<file path="config.mk">
export PLATFORM = sky130hd
export DESIGN_NAME = mcu_control_unit
export DESIGN_NICKNAME = d
export VERILOG_FILES = /design/src/rtl/mcu_control_unit.sv
export SDC_FILE = /design/constraint.sdc
export NUM_CORES = 1
export LEC_CHECK = 0
export CAP_MARGIN = 15
export CORE_UTILIZATION = 52
export CTS_CLUSTER_SIZE = 24
export DETAILED_ROUTE_END_ITERATION = 8
export PLACE_DENSITY = 0.83
export SLEW_MARGIN = 20
export SYNTH_ARGS = -nofsm -noshare
export SYNTH_HDL_FRONTEND = slang
export SYNTH_SLANG_ARGS = --single-unit
</file>
<file path="constraint.sdc">
create_clock -name clk -period 2.9 [get_ports clk]
set_input_delay 0.58 -clock clk [delete_from_list [all_inputs] [get_ports clk]]
set_output_delay 0.58 -clock clk [all_outputs]
set_load 0.03 [all_outputs]
</file>
<file path="src/rtl/mcu_control_unit.sv">
// Multi-cycle fetch/decode/execute sequencer for the 8-bit RISC MCU.
// Owns the PC and IR; all strobes are Moore outputs of state and IR.
module mcu_control_unit #(
  parameter int PC_WIDTH = 8,
  parameter int TIMEOUT  = 15
) (
  input  logic                clk,
  input  logic                reset,
  input  logic                run,
  input  logic                mem_ready,
  input  logic [15:0]         instr,
  input  logic                flag_z,
  input  logic                flag_c,
  output logic [PC_WIDTH-1:0] pc,
  output logic [15:0]         ir,
  output logic                mem_req,
  output logic                mem_sel,
  output logic                mem_we,
  output logic [2:0]          alu_op,
  output logic                rf_we,
  output logic [1:0]          rf_wsel,
  output logic                out_we,
  output logic                halted,
  output logic                bus_err,
  output logic [2:0]          state
);

  typedef enum logic [2:0] {
    S_IDLE   = 3'd0,
    S_FETCH  = 3'd1,
    S_DECODE = 3'd2,
    S_EXEC   = 3'd3,
    S_MEM    = 3'd4,
    S_WB     = 3'd5,
    S_HALT   = 3'd6
  } state_e;

  localparam logic [7:0] LIMIT = 8'(TIMEOUT - 1);

  state_e     state_q;
  state_e     state_d;
  state_e     end_st;
  logic [7:0] wait_cnt;
  logic [3:0] opc;
  logic       op_alu, op_ldi, op_ld, op_st;
  logic       op_in, op_out, op_jmp, op_jz;
  logic       op_jc, op_hlt;
  logic       waiting;
  logic       tmo;
  logic       take_jmp;

  assign opc    = ir[15:12];
  assign op_alu = (opc == 4'h1);
  assign op_ldi = (opc == 4'h2);
  assign op_ld  = (opc == 4'h3);
  assign op_st  = (opc == 4'h4);
  assign op_in  = (opc == 4'h5);
  assign op_out = (opc == 4'h6);
  assign op_jmp = (opc == 4'h7);
  assign op_jz  = (opc == 4'h8);
  assign op_jc  = (opc == 4'h9);
  assign op_hlt = (opc == 4'hF);

  assign take_jmp = op_jmp
                  | (op_jz & flag_z)
                  | (op_jc & flag_c);

  assign waiting = (state_q == S_FETCH)
                 | (state_q == S_MEM);
  // ready on the limit cycle still completes
  assign tmo = waiting & ~mem_ready
             & (wait_cnt == LIMIT);

  assign end_st = run ? S_FETCH : S_IDLE;

  always_ff @(posedge clk or negedge reset) begin
    if (!reset) begin
      state_q <= S_IDLE;
    end else begin
      state_q <= state_d;
    end
  end

  always_comb begin
    state_d = state_q;
    unique case (state_q)
      S_IDLE: begin
        if (run) state_d = S_FETCH;
      end
      S_FETCH: begin
        if (mem_ready) state_d = S_DECODE;
        else if (tmo) state_d = S_HALT;
      end
      S_DECODE: begin
        unique case (1'b1)
          op_hlt:         state_d = S_HALT;
          (op_ld | op_st): state_d = S_MEM;
          default:        state_d = S_EXEC;
        endcase
      end
      S_EXEC: state_d = end_st;
      S_MEM: begin
        if (mem_ready) state_d = op_ld ? S_WB : end_st;
        else if (tmo) state_d = S_HALT;
      end
      S_WB:   state_d = end_st;
      S_HALT: state_d = S_HALT;
      default: state_d = S_IDLE;
    endcase
  end

  always_ff @(posedge clk or negedge reset) begin
    if (!reset) begin
      pc       <= '0;
      ir       <= '0;
      wait_cnt <= '0;
      bus_err  <= 1'b0;
    end else begin
      if (state_q == S_FETCH && mem_ready) begin
        ir <= instr;
        pc <= pc + 1'b1;
      end else if (state_q == S_EXEC && take_jmp) begin
        pc <= ir[PC_WIDTH-1:0];
      end
      if (state_d != state_q) begin
        wait_cnt <= '0;
      end else if (waiting) begin
        wait_cnt <= wait_cnt + 8'd1;
      end
      if (tmo) bus_err <= 1'b1;
    end
  end

  always_comb begin
    mem_req = 1'b0;
    mem_sel = 1'b0;
    mem_we  = 1'b0;
    alu_op  = 3'd0;
    rf_we   = 1'b0;
    rf_wsel = 2'd0;
    out_we  = 1'b0;
    halted  = 1'b0;
    unique case (state_q)
      S_FETCH: mem_req = 1'b1;
      S_MEM: begin
        mem_req = 1'b1;
        mem_sel = 1'b1;
        mem_we  = op_st;
      end
      S_EXEC: begin
        unique case (1'b1)
          op_alu: begin
            rf_we  = 1'b1;
            alu_op = ir[11:9];
          end
          op_ldi: begin
            rf_we   = 1'b1;
            rf_wsel = 2'd3;
          end
          op_in: begin
            rf_we   = 1'b1;
            rf_wsel = 2'd2;
          end
          op_out:  out_we = 1'b1;
          default: ;
        endcase
      end
      S_WB: begin
        rf_we   = 1'b1;
        rf_wsel = 2'd1;
      end
      S_HALT:  halted = 1'b1;
      default: ;
    endcase
  end

  assign state = state_q;

endmodule

</file>
**Run 1: cells by drive strength**

Drawn at 8 px/um.
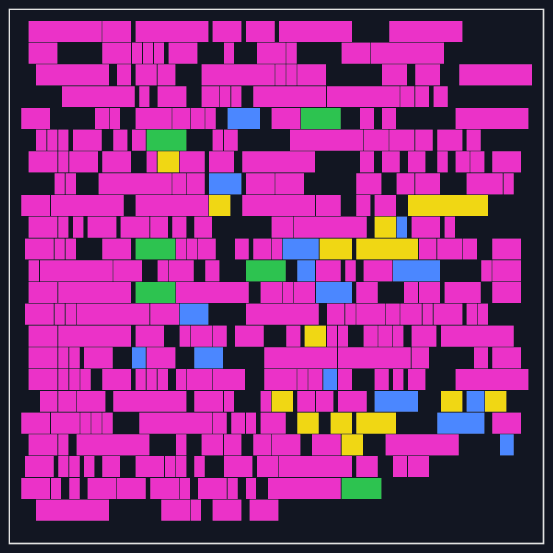
colour	size	cells
yellow	x3 and x4	14
magenta	x1 and smaller	268
green	x6 and larger	6
blue	x2	15

**Run 1: sequential cells coloured by netlist name**

Drawn at 6 px/um.
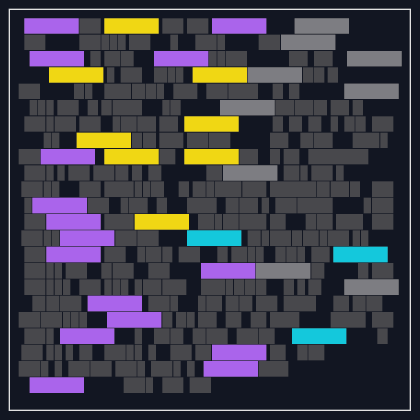
colour	name in the netlist	placed flops
cyan	state	3
purple	ir	16
yellow	pc	8
not coloured	9

==> out/notes.md, run 1 <==
### Setup path
• **sort of element at the end of the critical path** primary output
• **Reg-to-Reg End** wait_cnt[1]
• **CP bufs+invs** 1
• **cell depth of the worst flop-to-flop path** 7
• **standard cell with the maximum stage delay on the critical path** clkdlybuf4s50_1
• **origin of the critical flop-to-flop path** state[0]
• **critical path startpoint category** flip-flop
• **cell family contributing the most delay on the critical path** simple AND/OR/NAND/NOR gates
• **setup slack of the most critical reg-to-reg path** 0.86 ns
• **Crit path largest cell delay** 0.70 ns
• **biggest fanout along the worst timing path** 13
• **critical path class** reg2out
• **Worst Path Required** 2.32 ns
• **CP Cell Sequence** or4b_1, nor3_1, clkdlybuf4s50_1

### Final layout
• **multi-input gates** 184
• **top cell class by occupied area** multi-input combinational cells
• **final cell count without fillers** 353
• **multi-input combinational area share** 39.58%
• **number of diodes added for antenna fixing** 0
• **nonclk buf count** 70
• **area taken by multi-input logic gates** 1144 um^2
• **fraction of layout cells with a size suffix above 1** 11.55%
• **Layout Area Growth over Synthesis** 33.16%
• **Total Nets Final** 327
• **layout sequential cell count** 36
• **Largest Register** ir
• **clock buffer instance count of the final layout** 6
• **flop share of the area** 31.18%
• **Inverters** 5
• **clock network share of area** 3.205%
• **registers with the highest flip-flop counts** ir (16), pc (8), wait_cnt (8)

### Synth
• **post-synthesis compound-gate area fraction** 14.19%
• **sequential share of the synthesized area** 41.52%
• **Yosys Instances** 241
• **leading post-synthesis cells by instance count** nand2_1 (60), dfrtp_1 (36), nor3_1 (15), nor2_1 (12), a21oi_1 (8)
• **share of the synthesized netlist area taken by xor and xnor gates** 3.979%
• **count of warnings emitted by yosys** 0
• **Synth Net Count** 266
• **area fraction in and, or, nand and nor cells after synthesis** 31.89%
• **Avg Cell Area, Syn** 9.002 um^2
• **largest non-sequential cell family by area** simple AND/OR/NAND/NOR gates
• **library cell with the highest instance count after synthesis** nand2_1
• **proportion of synthesized flip-flops having asynchronous set or reset** 100.0%
• **number of enable flip-flop cells** 0
• **cell type with the highest aggregate area in the netlist** dfrtp_1
• **most used flip-flop cell after synthesis** dfrtp_1
• **number of distinct library cells after synthesis** 57
• **synthesized instance count** 241
• **adder and majority gate portion of the synthesized area** 1.730%
• **leading cell types by total area after synthesis** dfrtp_1 (42%), nand2_1 (10%), nor3_1 (3.5%)
• **FF+latch count, synth** 36
• **yosys-reported design area after synthesis** 2170 um^2

### Outcome
• **outcome** finished clean

### Pwr
• **combinational share of power** 61.7%
• **Total Power** 3.266 mW
• **worst ir drop on vdd** 0.0006733 V
• **power per unit of standard cell area** 1130 nW/um^2
• **cell-internal power** 1.705 mW
• **Reg power frac** 26.9%
• **switching portion of total power** 47.80%
• **switching component of the power** 1.561 mW
• **clock network fraction of design power** 11.4%
• **leakage power** 1.256 nW

### Global route
• **global routing met2 resource utilization** 43.06%
• **vias in the first global route** 1,850
• **maximum number of pins on one net before global-route repair** 37
• **met1 routing resource usage after global routing** 32.33%
• **GRT Resource Usage Total** 26.02%
• **first-pass GRT wire length** 8.597 mm
• **antenna violations before repair** 0
• **most congested layer reported by global routing** met2

### Timing
• **count of final max-slew check failures** 0
• **share of the cycle needed by the critical path after routing** 97.67%
• **worst-margin pin slew** 0.8094 ns
• **FMAX** 353.1 MHz
• **final-layout worst hold slack** 0.3729 ns
• **Total Neg Setup Slack** 0 ns
• **post-route setup slack** 0.06765 ns
• **Tmin final** 2.832 ns
• **Max transition margin** 46.04%
• **Finish-stage setup viols** 0

### Floorplan
• **initial core utilization** 54.24%
• **Core Box Area** 4000 um^2
• **die footprint** 4435 um^2
• **I/O Pins** 61
• **Core Rows** 23
• **number of tap cells added at floorplan** 50
• **overall die height** 66.60 um

### Place
• **input/output buffers** 60
• **number of placed instances with taps included** 345
• **Detailed Place HPWL** 3.852 mm
• **worst setup timing slack at the placement stage** 0.3792 ns
• **final RePlAce weighted congestion** 0.8549

### Clock tree
• **post-CTS repair timing setup buffer count** 0
• **total number of clock tree sinks** 36
• **H-tree levels** 2
• **CTS Root Cell** clkbuf_8
• **clock buffer depth** 2
• **TritonCTS clock tree** yes
• **post-cts gate resize count** 0
• **hold-fix buffers at CTS** 0

### Drt
• **detailed-routing iteration count for the pre-antenna-repair pass** 4
• **total DRC errors in the routed layout** 0
• **routed wl met3** 309 um
• **initial DRC count** 143
• **routed length on met1** 2.308 mm
• **routed wire length per instance** 15.04 um
• **routed via count divided by cell count** 5.567

### Job
• **tally of OpenROAD warnings** 27

**Run 1: met3 routing**

Drawn at 8 px/um.
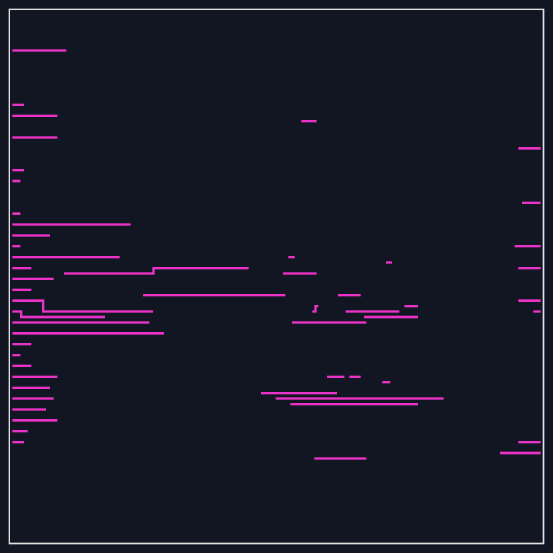
wire length on this layer	309 um
longest straight run	20.7 um
met3 Resource Use GR: 6.164%
Final Routed Wirelength: 5.310 mm

**Run 1: the clock network**

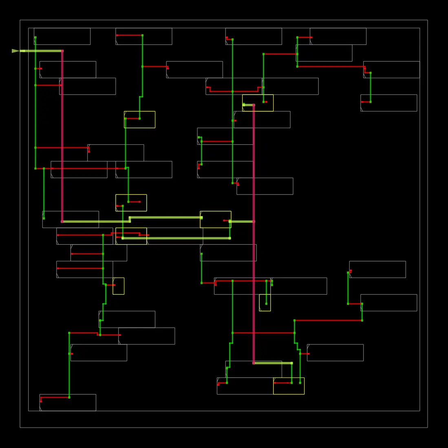
later-pin clock latency in the skew report: 0.29 ns
CTS Buf Count: 5
Final Skew: 0.006917 ns

run 1: through the flow:
| stage | area (um^2) | utilization [%] |
|---|---|---|
| 6_report | 2889 | 72.22 |
| 3_3_place_gp | 2796 | 69.91 |
| 3_5_place_dp | 2796 | 69.91 |
| 2_1_floorplan | 2170 | - |
| 5_1_grt | 2889 | 72.22 |
| 4_1_cts | 2889 | 72.22 |
run 1: power by group through the flow:
| stage | Sequential, mW | Combinational, mW | Clock, mW |
|---|---|---|---|
| detailed placement | 0.882 | 2.01 | 0 |
| CTS | 0.878 | 2.02 | 0.379 |
| finish | 0.880 | 2.01 | 0.372 |
| global placement | 0.870 | 1.97 | 0 |
| global route | 0.904 | 2.17 | 0.403 |
| floorplan | 1.19 | 1.03 | 0 |
run 1: placed cells by master (no fill, tap or decap), types with 3 or more instances in the layout:
| cell type | count |
|---|---|
| o21ai_0 | 5 |
| a31oi_1 | 3 |
| nand4_1 | 4 |
| clkbuf_8 | 6 |
| nand2_1 | 60 |
| nand3b_1 | 3 |
| nor2_1 | 12 |
| dfrtp_1 | 36 |
| nand3_1 | 6 |
| nor3b_1 | 3 |
| inv_1 | 4 |
| clkdlybuf4s50_1 | 59 |
| nor3_1 | 15 |
| buf_4 | 10 |
| a21oi_1 | 8 |
| and3_1 | 6 |
| ha_1 | 3 |
| and2_1 | 3 |
| xnor2_1 | 4 |
| nand2b_1 | 4 |
| xor2_1 | 4 |
run 1: worst max-delay path by stage:
stage	start	endpoint	slack, ns	cells past startpoint
after floorplan	state[2]	rf_we	0.52	6
after global placement	ir[15]	mem_we	0.44	3
after detailed placement	ir[15]	mem_we	0.38	3
after CTS	ir[15]	mem_we	0.06	3
after global routing	ir[15]	mem_we	0.005	3
final	ir[15]	mem_we	0.07	3
==> inputs of run 2 (changes only) <==
--- a/config.mk
+++ b/config.mk
@@ -6,10 +6,11 @@
 export NUM_CORES = 1
 export LEC_CHECK = 0
 export CAP_MARGIN = 15
-export CORE_UTILIZATION = 52
+export CORE_UTILIZATION = 55
 export CTS_CLUSTER_SIZE = 24
 export DETAILED_ROUTE_END_ITERATION = 8
-export PLACE_DENSITY = 0.83
+export DONT_BUFFER_PORTS = 1
+export PLACE_DENSITY = 0.7
 export SLEW_MARGIN = 20
 export SYNTH_ARGS = -nofsm -noshare
 export SYNTH_HDL_FRONTEND = slang
==> constraint.sdc (replaced) <==
create_clock -name clk -period 2.36 [get_ports clk]
set_input_delay 0.472 -clock clk [delete_from_list [all_inputs] [get_ports clk]]
set_output_delay 0.472 -clock clk [all_outputs]
set_load 0.03 [all_outputs]
==> out/notes.md, run 2 <==
### Drt
• **routed via count divided by cell count** 5.879
• **total DRC errors in the routed layout** 0
• **routed wire length per instance** 15.28 um
• **Final Routed Wirelength** 4.661 mm
• **initial DRC count** 143
• **detailed-routing iteration count for the pre-antenna-repair pass** 4
• **vias** 1,793

### Setup path
• **cell depth of the worst flop-to-flop path** 7
• **data arrival time of the worst path** 1.73 ns
• **critical path startpoint category** flip-flop
• **Worst Path Required** 1.89 ns
• **biggest fanout along the worst timing path** 12
• **sort of element at the end of the critical path** primary output
• **critical path class** reg2out

### Global route
• **antenna violations before repair** 0
• **vias in the first global route** 1,702
• **GRT Resource Usage Total** 24.11%
• **first-pass GRT wire length** 7.831 mm
• **maximum number of pins on one net before global-route repair** 37
• **total global routing overflow** 0

### Final layout
• **Total Nets Final** 281
• **area taken by multi-input logic gates** 1144 um^2
• **fraction of layout cells with a size suffix above 1** 18.68%
• **final cell count without fillers** 305
• **registers with the highest flip-flop counts** ir (16), pc (8), wait_cnt (8)
• **Final Util** 64.81%
• **number of diodes added for antenna fixing** 0
• **most used cells in the layout excluding fill and tap cells** nand2_1 (60), dfrtp_1 (34), buf_4 (23)
• **Largest Register** ir
• **highest-count logic cell in the final layout** nand2_1

### Pwr
• **Total Power** 3.517 mW
• **worst ir drop on vdd** 0.0007452 V
• **power per unit of standard cell area** 1460 nW/um^2
• **leakage power** 1.099 nW

### Timing
• **final-layout worst hold slack** 0.02162 ns
• **Total Neg Setup Slack** 0 ns
• **share of the cycle needed by the critical path after routing** 93.26%
• **FMAX** 454.4 MHz
• **Max transition margin** 70.34%
• **Tmin final** 2.201 ns
• **count of final max-slew check failures** 0
• **worst-margin pin slew** 0.4449 ns
• **Final Skew** 0.007762 ns
• **Finish-stage setup viols** 0

### Synth
• **Yosys Instances** 241
• **synthesized instance count** 241
• **proportion of synthesized flip-flops having asynchronous set or reset** 100.0%
• **leading cell types by total area after synthesis** dfrtp_1 (42%), nand2_1 (10%), nor3_1 (3.5%)
• **share of the synthesized netlist area taken by xor and xnor gates** 3.979%
• **largest non-sequential cell family by area** simple AND/OR/NAND/NOR gates
• **number of distinct library cells after synthesis** 57
• **adder and majority gate portion of the synthesized area** 1.730%
• **share of Yosys cell area claimed by the top area cell type** 41.52%
• **yosys-reported design area after synthesis** 2170 um^2
• **area fraction in and, or, nand and nor cells after synthesis** 31.89%
• **Avg Cell Area, Syn** 9.002 um^2
• **sequential share of the synthesized area** 41.52%
• **FF+latch count, synth** 36
• **count of warnings emitted by yosys** 0
• **Synth Net Count** 266
• **post-synthesis compound-gate area fraction** 14.19%
• **cell type with the highest aggregate area in the netlist** dfrtp_1
• **leading post-synthesis cells by instance count** nand2_1 (60), dfrtp_1 (36), nor3_1 (15), nor2_1 (12), a21oi_1 (8)
• **most used flip-flop cell after synthesis** dfrtp_1
• **library cell with the highest instance count after synthesis** nand2_1
• **number of enable flip-flop cells** 0

### Place
• **input/output buffers** 0
• **number of placed instances with taps included** 296
• **Area after DPL** 2296 um^2
• **worst setup timing slack at the placement stage** 0.3634 ns
• **Detailed Place HPWL** 3.360 mm
• **final RePlAce weighted congestion** 0.8084

### Job
• **maxcap violations** 0
• **tally of OpenROAD warnings** 27

### Clock tree
• **H-tree levels** 2
• **CTS Root Cell** clkbuf_8
• **CTS Buf Count** 5
• **TritonCTS clock tree** yes
• **post-CTS repair timing setup buffer count** 0
• **clock buffer depth** 2

### Outcome
• **outcome** finished clean

### Floorplan
• **overall die height** 64.81 um
• **initial core utilization** 58.38%
• **Core Box Area** 3716 um^2
• **die footprint** 4200 um^2
• **I/O Pins** 61
• **Core Rows** 22

run 2: cell counts after synthesis:
Identical to the previous run, type by type.
run 2: final cells by class:
class	instances	share of cell area, %
timing repair buffer	24	8.000
clock buffer	8	3.740
tap	48	2.494
sequential	36	37.51
inverter	5	0.7792
multi-input combinational	184	47.48
run 2: worst max-delay path, stage by stage (launching register included):
cell	delay [ns]
dfrtp_1	0.49
or4b_1	0.62
nor3_1	0.16
buf_4	0.18
run 2: worst paths after layout:
check | startpoint | to | slack, ns
hold / removal | reset | pc[4] | 0.02
max in group asynchronous | reset | state[1] | 2.14
min in group clk | instr[8] | ir[8] | 0.29
setup / recovery | ir[13] | mem_we | 0.16
setup reg to reg | wait_cnt[0] | wait_cnt[1] | 0.40
hold reg to reg | wait_cnt[7] | wait_cnt[7] | 0.56
run 2: logic make-up (layout without fill, tap and decap cells):
family / Yosys count / count (layout)
xor+xnor: 9 / 9
compound gates: 38 / 38
buf+inv: 21 / 37
simple gates: 132 / 132
mux: 2 / 2
flops: 36 / 36
fa+ha+maj: 3 / 3
run 2: per-layer routing:
metal / routed length [um] / up-vias / GRT usage, %
li1: - / 874 / -
met1: 2064 / 864 / 29.93
met2: 2291 / 51 / 41.67
met3: 274 / 4 / 6.338
met4: 31 / 0 / 5.278
met5: 0 / - / 0
run 2: power breakdown:
| part | internal, mW | switching [mW] |
|---|---|---|
| Sequential | 0.846 | 0.615 |
| Combinational | 0.634 | 0.982 |
| Clock | 0.238 | 0.203 |
| Total | 1.72 | 1.80 |
run 2: what timing repair did:
item / CTS / global route
gates resized: 0 / 2
hold buffers: 1 / 0
setup endpoints to repair: 0 / 3
endpoints found under the hold margin: 36 / 0
**Run 2: the clock network**

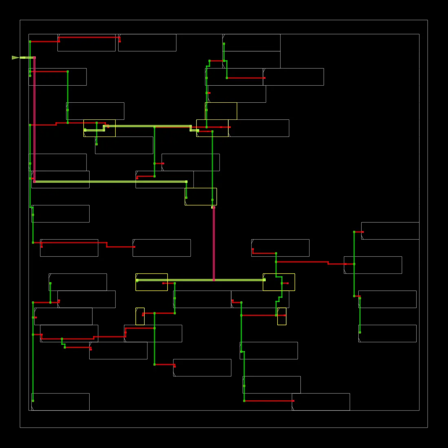
total number of clock tree sinks: 36
later-pin clock latency in the skew report: 0.28 ns

**Run 2: cells by drive strength**

Drawn at 8 px/um.
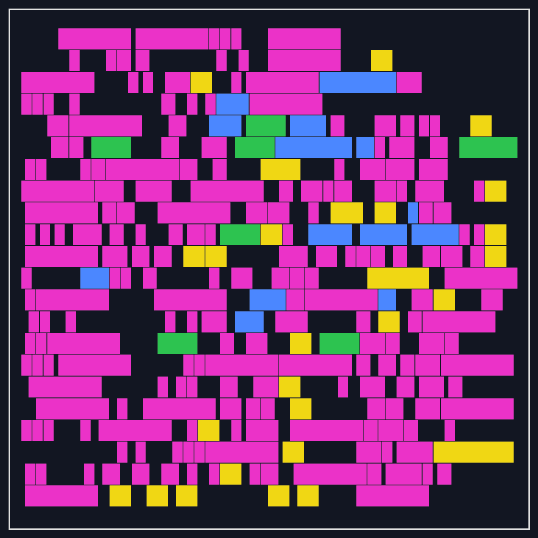
colour	size	cells
yellow	x3 and x4	27
blue	x2	14
green	x6 and larger	7
magenta	x1 and smaller	209
post-route setup slack: 0.1591 ns
finished layout cell area: 2409 um^2
Layout Area Growth over Synthesis: 11.01%
nonclk buf count: 24

Power is estimated from default activity; no workload was simulated.
